--- config.mk ---
export PLATFORM = sky130hd
export DESIGN_NAME = fifo_rd_stream_flat
export DESIGN_NICKNAME = d
export VERILOG_FILES = /design/src/rtl/fifo_rd_stream_if.sv /design/src/rtl/fifo_rd_stream.sv /design/src/flat_wrapper.sv
export SDC_FILE = /design/constraint.sdc
export NUM_CORES = 1
export LEC_CHECK = 0
export ABC_AREA = 0
export ABC_CLOCK_PERIOD_IN_PS = 4000
export CORE_UTILIZATION = 51
export DETAILED_ROUTE_END_ITERATION = 6
export MAX_ROUTING_LAYER = met4
export PLACE_DENSITY_LB_ADDON = 0.3
export SETUP_SLACK_MARGIN = 0.3
export SLEW_MARGIN = 40
export SYNTH_ARGS = -nofsm -noshare
export SYNTH_HDL_FRONTEND = slang
export SYNTH_SLANG_ARGS = --single-unit
--- constraint.sdc ---
create_clock -name rclk -period 4 [get_ports rclk]
set_input_delay 0.6 -clock rclk [delete_from_list [all_inputs] [get_ports rclk]]
set_output_delay 0.6 -clock rclk [all_outputs]
set_load 0.01 [all_outputs]
--- src/rtl/fifo_rd_stream_if.sv ---
//==============================================================================
// Module      : fifo_rd_stream_if
// Description : FIFO read-port and downstream valid/ready stream signals.
// Revision    : 1.0 - initial release
//==============================================================================
`default_nettype none

interface fifo_rd_stream_if #(
    parameter int DATA_WIDTH = 8
);
    logic                  empty;
    logic [DATA_WIDTH-1:0] rdata;
    logic                  r_en;
    logic                  m_valid;
    logic [DATA_WIDTH-1:0] m_data;
    logic                  m_ready;

    // Environment side: FIFO pointer/memory logic plus the stream consumer.
    modport master (
        output empty,
        output rdata,
        output m_ready,
        input  r_en,
        input  m_valid,
        input  m_data
    );

    // Drain-engine side.
    modport slave (
        input  empty,
        input  rdata,
        input  m_ready,
        output r_en,
        output m_valid,
        output m_data
    );
endinterface

`default_nettype wire

--- src/rtl/fifo_rd_stream.sv ---
//==============================================================================
// Module      : fifo_rd_stream
// Description : Read-side drain engine; 2-entry skid buffer over a 1-cycle
//               latency FIFO read port. Optional macro FIFO_RD_LEVEL_EN adds
//               a registered read-side fill level output.
// Revision    : 1.0 - initial release
//==============================================================================
`default_nettype none

module fifo_rd_stream #(
    parameter int DATA_WIDTH = 8,
    parameter int PTR_WIDTH  = 3
) (
    input  wire logic               rclk,
    input  wire logic               rrst_n,
`ifdef FIFO_RD_LEVEL_EN
    input  wire logic [PTR_WIDTH:0] g_wptr_sync,
    input  wire logic [PTR_WIDTH:0] b_rptr,
    output logic      [PTR_WIDTH:0] rlevel,
`endif
    fifo_rd_stream_if.slave         io_bus
);

    typedef enum logic [1:0] {
        S_IDLE = 2'd0,
        S_HALF = 2'd1,
        S_FULL = 2'd2
    } state_t;

    state_t                r_state;
    state_t                w_state_nxt;
    logic                  r_rd_pend;
    logic                  r_m_valid;
    logic [DATA_WIDTH-1:0] r_buf0;
    logic [DATA_WIDTH-1:0] r_buf1;

    logic                  w_push;
    logic                  w_pop;
    logic                  w_rd_fire;
    logic                  w_slot1;
    logic [1:0]            w_occ;
    logic [2:0]            w_credit;

    assign w_push = r_rd_pend;
    assign w_pop  = r_m_valid & io_bus.m_ready;

    always_comb begin
        w_occ = 2'd0;
        case (r_state)
            S_HALF:  w_occ = 2'd1;
            S_FULL:  w_occ = 2'd2;
            default: w_occ = 2'd0;
        endcase
    end

    // Words already owned (buffered or in flight) after this cycle's pop.
    // m_ready feeds r_en combinationally so a full buffer can refill on pop.
    assign w_credit  = {1'b0, w_occ} + {2'b00, r_rd_pend} - {2'b00, w_pop};
    assign w_rd_fire = rrst_n & ~io_bus.empty & (w_credit < 3'd2);

    assign io_bus.r_en    = w_rd_fire;
    assign io_bus.m_valid = r_m_valid;
    assign io_bus.m_data  = r_buf0;

    always_comb begin
        w_state_nxt = r_state;
        case (r_state)
            S_IDLE: if (w_push && !w_pop) w_state_nxt = S_HALF;
            S_HALF: begin
                if (w_push && !w_pop)      w_state_nxt = S_FULL;
                else if (w_pop && !w_push) w_state_nxt = S_IDLE;
            end
            S_FULL: if (w_pop && !w_push) w_state_nxt = S_HALF;
            default: w_state_nxt = S_IDLE;
        endcase
    end

    always_ff @(posedge rclk or negedge rrst_n) begin
        if (!rrst_n) begin
            r_state   <= S_IDLE;
            r_m_valid <= 1'b0;
        end else begin
            r_state   <= w_state_nxt;
            r_m_valid <= (w_state_nxt != S_IDLE);
        end
    end

    // Incoming word lands in the first free slot once this cycle's pop is applied.
    assign w_slot1 = (w_occ == 2'd2) || ((w_occ == 2'd1) && !w_pop);

    always_ff @(posedge rclk or negedge rrst_n) begin
        if (!rrst_n) begin
            r_rd_pend <= 1'b0;
            r_buf0    <= '0;
            r_buf1    <= '0;
        end else begin
            r_rd_pend <= w_rd_fire;
            if (w_pop && (w_occ == 2'd2)) begin
                r_buf0 <= r_buf1;
            end
            if (w_push) begin
                if (w_slot1) r_buf1 <= io_bus.rdata;
                else         r_buf0 <= io_bus.rdata;
            end
        end
    end

`ifdef FIFO_RD_LEVEL_EN
    function automatic logic [PTR_WIDTH:0] gray2bin(input logic [PTR_WIDTH:0] g);
        logic [PTR_WIDTH:0] b;
        b = '0;
        for (int i = 0; i <= PTR_WIDTH; i++) begin
            b[i] = ^(g >> i);
        end
        return b;
    endfunction

    logic [PTR_WIDTH:0] r_rlevel;

    always_ff @(posedge rclk or negedge rrst_n) begin
        if (!rrst_n) r_rlevel <= '0;
        else         r_rlevel <= gray2bin(g_wptr_sync) - b_rptr;
    end

    assign rlevel = r_rlevel;
`endif

endmodule

`default_nettype wire
--- src/flat_wrapper.sv ---
// flat-port wrapper written by rule: the top's interface ports become plain ports
module fifo_rd_stream_flat 
#(
    parameter int DATA_WIDTH = 8,
    parameter int PTR_WIDTH  = 3
)
  (rclk, rrst_n, io_bus_empty, io_bus_rdata, io_bus_m_ready, io_bus_r_en, io_bus_m_valid, io_bus_m_data);
  fifo_rd_stream_if #(.DATA_WIDTH(DATA_WIDTH)) io_bus_i ();
  input  wire logic rclk;
  input  wire logic rrst_n;
  input wire logic [$bits(io_bus_i.empty)-1:0] io_bus_empty;
  input wire logic [$bits(io_bus_i.rdata)-1:0] io_bus_rdata;
  input wire logic [$bits(io_bus_i.m_ready)-1:0] io_bus_m_ready;
  output wire logic [$bits(io_bus_i.r_en)-1:0] io_bus_r_en;
  output wire logic [$bits(io_bus_i.m_valid)-1:0] io_bus_m_valid;
  output wire logic [$bits(io_bus_i.m_data)-1:0] io_bus_m_data;
  assign io_bus_i.empty = io_bus_empty;
  assign io_bus_i.rdata = io_bus_rdata;
  assign io_bus_i.m_ready = io_bus_m_ready;
  assign io_bus_r_en = io_bus_i.r_en;
  assign io_bus_m_valid = io_bus_i.m_valid;
  assign io_bus_m_data = io_bus_i.m_data;
  fifo_rd_stream #(.DATA_WIDTH(DATA_WIDTH), .PTR_WIDTH(PTR_WIDTH)) u_core (.rclk(rclk), .rrst_n(rrst_n), .io_bus(io_bus_i));
endmodule
run_1/final_congestion.png
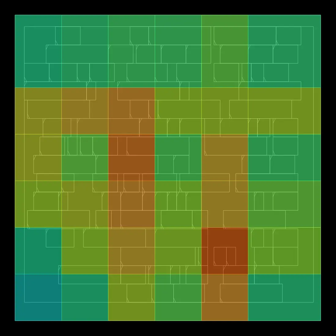
total track usage: 19.7%
WL/cell: 12.5 µm
most used routing layer: met2

run_1/metal_stack.png
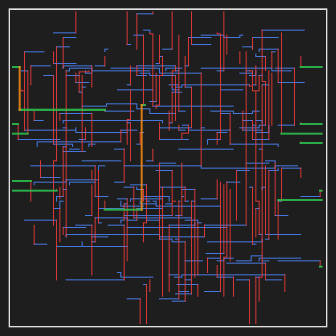
| color | layer | wire length |
|---|---|---|
| blue | met1 | 678 µm |
| red | met2 | 824 µm |
| orange | met4 | 21.1 µm |
| green | met3 | 51.5 µm |

==> flow_summary.json, run 1 <==
{
  "outcome": "complete, no violations",
  "common_cells": "20 x dfrtp_1, 9 x a21oi_1, 8 x mux2_2, 8 x mux2i_1, 8 x nor2_1",
  "place.gp.congestion": 0.687,
  "cts_sinks": 20,
  "critPathMaxFanout": 4,
  "synth_seq_share_pct": 52.5,
  "fp.coreArea_mm2": 0.00175,
  "ys.flops": 20,
  "cts_max_path_buffers": 2,
  "fillers": 150,
  "max_stage_delay_ps": 450,
  "rr_worst_depth": 6,
  "period_used_pct": 81.9,
  "avgSynthCellArea_um2": 12.4,
  "synth.most_common_cell": "dfrtp_1",
  "drt-initial-drc-count": 14,
  "die_area_mm2": 0.00205,
  "critPathKind": "input pin to output pin",
  "die_h_um": 45.2,
  "hold_path_depth": 1,
  "worstReg2RegEnd": "u_core.r_rd_pend",
  "syn_inst": 77,
  "crit_end": "io_bus_r_en",
  "crit_required_ps": 3400,
  "reg2reg_from": "u_core.io_bus.m_valid",
  "nNetsFinal": 117,
  "drt-vias-per-instance": 5.14,
  "fin_cells": 126,
  "top_area_cell": "dfrtp_1",
  "row_count": 15,
  "drv_cap": 0,
  "antenna_found_initial": 0,
  "diodes": 0,
  "clockRootBuffer": "clkbuf_4",
  "htreeDepth": 1,
  "hold_slack_ps": 517,
  "finalSetupTns_ps": 0,
  "worst_pin_slew_ps": 455,
  "worst_slack_ps": 722,
  "post-place-ws_ps": 319,
  "hpwl_um": 1150,
  "grt_pass1_wl_um": 2730,
  "end_kind": "output pin",
  "slew_violations": 0,
  "ys_warn_count": 0,
  "grt_max_degree": 22,
  "mux_area_share_pct": 17.8,
  "syn_nets": 92,
  "grt_pass1_vias": 660,
  "grt-ovfl-total": 0,
  "cts_buffers": 3,
  "flop_cell": "dfrtp_1",
  "worstPathArrival_ps": 2680,
  "fin_util_pct": 71.0,
  "synthArstFlopShare_pct": 100,
  "fmax_ghz": 0.305,
  "cts.reportedPaths.clkPinSlew_ps": 110,
  "crit_chain": "clkdlybuf4s50_1 -> and2_4 -> ha_1 -> or2_2 -> fa_1 -> xnor2_1 -> nor3_1 -> dlymetal6s2s_1",
  "rsz0062_at_grt": "false",
  "ys_sh_simple_pct": 11.5,
  "dp.cells": 122,
  "drc": 0,
  "power.total_w": 0.000933,
  "cts_tree": "yes",
  "p_per_area_mw_per_mm2": 754,
  "finalCriticalPeriod_ps": 3280,
  "finalSetupViolations": 0,
  "p_leak_nw": 0.594,
  "synthTopLogicFamily": "multiplexers",
  "hold_start": "u_core.r_buf1[0]",
  "synth_stat.cells": 77,
  "yosys_area_um2": 953,
  "synthDistinctLibCells": 23,
  "antenna_left": 0,
  "netlist_area_um2": 953,
  "syn_to_final_growth_pct": 29.9,
  "worst_ir_drop_vdd_v": 0.000450,
  "placed_cell_area_mm2": 0.00118,
  "edf_count": 0,
  "timing_hold_violations_final": 0,
  "hold_path.class": "flop to flop",
  "startpoint": "io_bus_m_ready",
  "place.port_buffers": 21,
  "hold_path_end": "u_core.r_buf1[0]",
  "tool_warnings": 27,
  "netlist.area_leader.share_pct": 52.5,
  "rrSetupSlack_ps": 2030,
  "die_w_um": 45.2,
  "drive_gt1_share_pct": 20.8,
  "maxSlewHeadroom_pct": 69.7,
  "initCoreUtil_pct": 54.6,
  "xor_share_pct": 0.919,
  "cp_slowest_cell": "clkdlybuf4s50_1",
  "topCellsByArea": "dfrtp_1 52%, mux2_2 9.4%, mux2i_1 8.4%",
  "first_pass_iters": 4,
  "start_kind": "input pin",
  "top_level_ports": 22,
  "adder_share_pct": 4.72,
  "synthAoiAreaFrac_pct": 9.32,
  "stdcell_area_mm2": 0.00124
}
run_1/met2.png
Cells faint in the background.
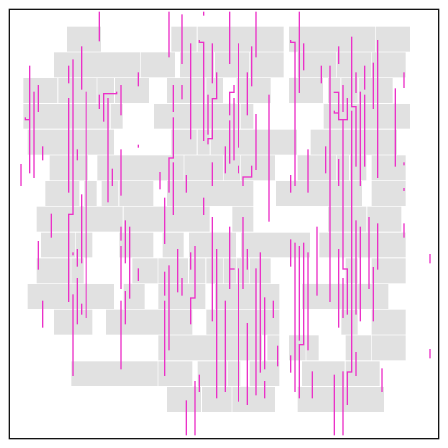
wire length on this layer: 824 µm
nets with wire on the layer: 102
main direction: vertical
via count: 648
WL final: 1570 µm
grt met2 use: 33.9%

run_1/clock_map.png
Scale bar: 10 µm.
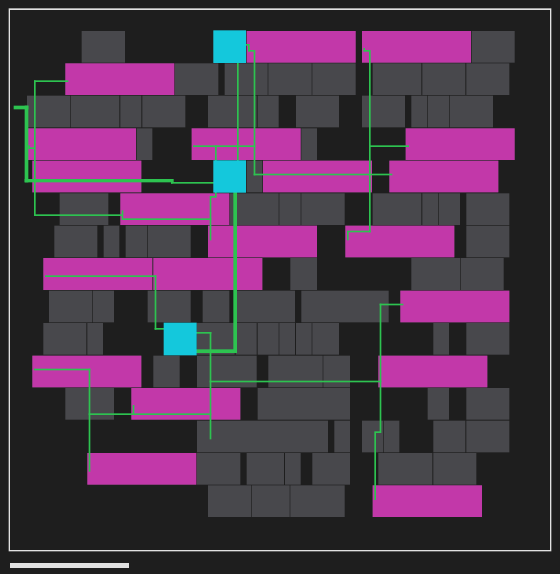
[cyan] cells driving clock nets | count: 3
[green] clock wires | length: 228 µm
[magenta] flip-flops | count: 20
flops lie: all over the die
Max Clock Skew: 3.22 ps
clk pwr: 0.000165 W
clock power share: 17.7%
worst skew pair latency: 300 ps

-- run 1: registers in the layout (all words and copies together), names as in the netlist --
register               flops
u_core.r_buf1              8
u_core.io_bus.m_valid      1
u_core.r_state             2
u_core.io_bus.m_data       8
u_core.r_rd_pend           1
-- run 1: power by group --
group          internal, W  switching (W)
clock network     0.000101      0.0000641
registers         0.000302      0.0000601
logic             0.000232       0.000174
total             0.000635       0.000298
-- run 1: layout by cell type (no fill, tap or decap), types with 2 or more instances in the layout --
| master | synthesis | final |
|---|---|---|
| a21oi_1 | 9 | 9 |
| clkbuf_4 | 0 | 3 |
| clkdlybuf4s50_1 | 0 | 20 |
| dfrtp_1 | 20 | 20 |
| ha_1 | 2 | 2 |
| inv_1 | 3 | 3 |
| mux2_2 | 8 | 8 |
| mux2i_1 | 8 | 8 |
| nand2_1 | 2 | 2 |
| nand2b_4 | 2 | 2 |
| nor2_1 | 8 | 8 |
| or2_2 | 2 | 2 |
-- run 1: timing repair --
item / in CTS / in global routing
buffers inserted: 0 / 0
gates resized: 0 / 1
hold buffers: 0 / 0
endpoints found under the setup margin: 0 / 1
-- run 1: area by class of cell --
cell class / instances / area (µm²) / area share [%]
tap: 25 / 31.3 / 2.53
sequential: 20 / 500 / 40.4
multi-input combinational: 52 / 423 / 34.1
clock inverter: 1 / 30.0 / 2.42
inverter: 3 / 11.3 / 0.909
timing repair buffer: 22 / 220 / 17.8
clock buffer: 3 / 22.5 / 1.82
-- run 1: critical path, delay by kind of cell --
family | cells | cell delay [ps]
buffers and inverters | 2 | 640
adders and majority gates | 2 | 620
xor gates and xnor gates | 1 | 140
and+or+nand+nor | 3 | 670
-- run 1: metal layers --
layer | global-route usage [%] | wire length (µm)
met1 | 22.8 | 677
met2 | 33.9 | 823
met3 | 3.60 | 51
met4 | 7.27 | 21
met5 | - | 0
==> run 2, diff against run 1 <==
Settings changed: ABC_CLOCK_PERIOD_IN_PS 4000 to 2950, CORE_ASPECT_RATIO set to 0.6, CORE_UTILIZATION 51 to 43.
Clock period 4 ns to 2.95 ns, I/O delays scaled along.
==> run 2 against run 1 <==
  * Register-to-register slack worse by 1200 ps
  * Utilization is 5.5 points lower
  * Global-route usage is 3.3 points lower
  * Setup slack worse by 370 ps
  * Clock skew is 2.1 ps lower
  * Largest power group unchanged
==> flow_summary.json, run 2 <==
{
  "hpwl_um": 1220,
  "p_per_area_mw_per_mm2": 983,
  "syn_inst": 77,
  "synthDistinctLibCells": 23,
  "synth_stat.cells": 77,
  "edf_count": 0,
  "crit_required_ps": 2510,
  "htreeDepth": 1,
  "num_vias": 648,
  "outcome": "complete, no violations",
  "met1_usage_pct": 18.0,
  "fin_util_pct": 65.5,
  "clockRootBuffer": "clkbuf_8",
  "power_frac_comb_pct": 48.0,
  "tool_warnings": 28,
  "end_kind": "output pin",
  "worstPathArrival_ps": 2160,
  "top_area_cell": "dfrtp_1",
  "finalCriticalPeriod_ps": 2600,
  "most-common-layout-cells": "20 x dfrtp_1, 19 x clkdlybuf4s50_1, 9 x a21oi_1",
  "powerSeq_w": 0.000491,
  "place.gp.congestion": 0.721,
  "dr_wl_met2_um": 805,
  "grt-ovfl-total": 0,
  "drt-initial-drc-count": 23,
  "die_h_um": 38.5,
  "top_layer_used": "met4",
  "place.port_buffers": 21,
  "p_switching_w": 0.000412,
  "drc": 0,
  "grt_pass1_wl_um": 2730,
  "grt_util_all_layers_pct": 16.4,
  "fillers": 164,
  "hold_slack_ps": 509,
  "ctsResizeCount": 8,
  "initCoreUtil_pct": 48.5,
  "p_seq_share_pct": 38.8,
  "hold_path.class": "flop to flop",
  "cts_tree": "yes",
  "cts_max_path_buffers": 2,
  "rsz0062_at_grt": "true",
  "fp.coreArea_mm2": 0.00197,
  "antenna_left": 0,
  "common_cells": "20 x dfrtp_1, 9 x a21oi_1, 8 x mux2_2, 8 x mux2i_1, 8 x nor2_1",
  "p_clk_share_pct": 13.1,
  "post_drt_wl_per_cell_um": 12.1,
  "period_used_pct": 88.1,
  "p_leak_nw": 0.609,
  "syn_to_final_growth_pct": 35.0,
  "hold_path_end": "u_core.r_buf1[2]",
  "top_usage_layer": "met2",
  "layout_top_cell": "dfrtp_1",
  "synth.most_common_cell": "dfrtp_1",
  "postCtsSetupBuffers": 1,
  "grt_max_degree": 21,
  "drive_gt1_share_pct": 27.4,
  "netlist_area_um2": 953,
  "ys.flops": 20,
  "first_pass_iters": 2,
  "antenna_found_initial": 0,
  "skew_ps": 1.15,
  "cts_hold_buf": 0,
  "slew_violations": 0
}
## run 2: cell families after synthesis
group	after synthesis	synth area share, %
AND/OR/NAND/NOR	19	11.6
XOR/XNOR	1	0.919
adder cells (fa/ha/maj)	3	4.72
flip-flops	20	52.5
multiplexers	16	17.8
AND-OR/OR-AND	13	9.32
buffers and inverters	5	3.15
## run 2: stage by stage
| stage | TNS (ps) | worst slack, ps | cell area [µm²] | std cells | power [W] |
|---|---|---|---|---|---|
| 6_report | 0 | 352 | 1290 | 134 | 0.00127 |
| 5_1_grt | 0 | 244 | 1290 | 134 | 0.00136 |
| 4_1_cts | 0 | 358 | 1280 | 133 | 0.00127 |
| 3_5_place_dp | -372 | -372 | 1220 | 129 | 0.00108 |
| 3_3_place_gp | -317 | -317 | 1220 | 129 | 0.00105 |
| 2_1_floorplan | 0 | 532 | 953 | 77 | 0.000845 |
## run 2: how the worst max path moves through the flow
stage	startpoint	cells past startpoint	endpoint
6_report	io_bus_m_ready	8	io_bus_r_en
5_1_grt	u_core.io_bus.m_valid	7	io_bus_r_en
4_1_cts	io_bus_m_ready	8	io_bus_r_en
3_5_place_dp	io_bus_m_ready	8	io_bus_r_en
3_3_place_gp	io_bus_m_ready	8	io_bus_r_en
2_1_floorplan	io_bus_m_ready	6	io_bus_r_en
## run 2: final cells by class
| type | count | area, µm² | area share [%] |
|---|---|---|---|
| tap | 28 | 35.0 | 2.72 |
| inverter | 3 | 11.3 | 0.875 |
| timing repair buffer | 28 | 256 | 19.9 |
| clock buffer | 3 | 41.3 | 3.21 |
| sequential | 20 | 500 | 38.9 |
| multi-input combinational | 52 | 443 | 34.4 |
## run 2: worst max-delay path, stage by stage
cell,delay [ps]
dlygate4sd2_1,230
and2_4,140
ha_4,200
or2_4,220
fa_1,500
nand2_1,60
nor3_2,200
buf_2,160
run_2/clock_map.png
Scale bar: 20 µm.
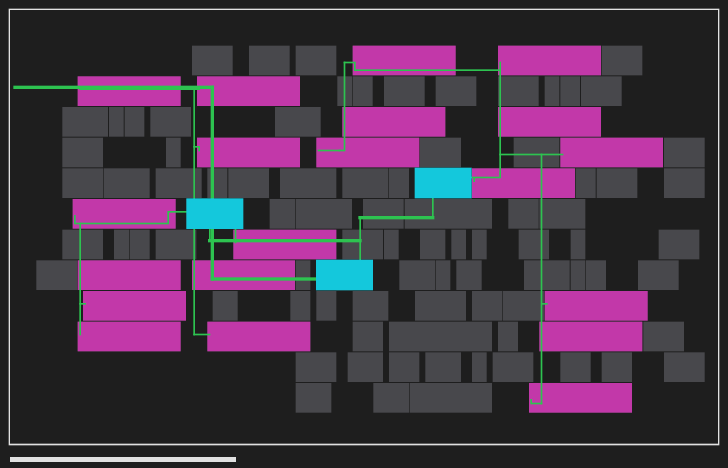
[cyan] cells driving clock nets | count: 3
[magenta] flip-flops | count: 20
[green] clock wires | length: 209 µm
routed clock nets: 4

run_2/met2.png
Cells faint in the background.
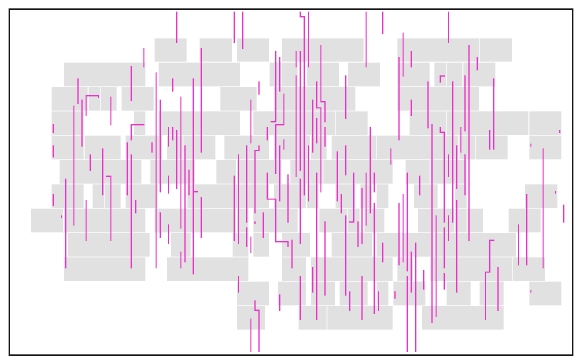
longest straight run: 22.1 µm
share of all routed wire: 49%
nets with wire on the layer: 105
WL final: 1630 µm
grt met2 use: 29.3%

run_2/metal_stack.png
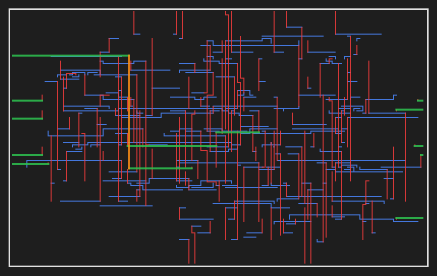
| color | layer | wire length |
|---|---|---|
| orange | met4 | 17.0 µm |
| blue | met1 | 731 µm |
| red | met2 | 806 µm |
| green | met3 | 75.0 µm |

Power is estimated from default activity; no workload was simulated.
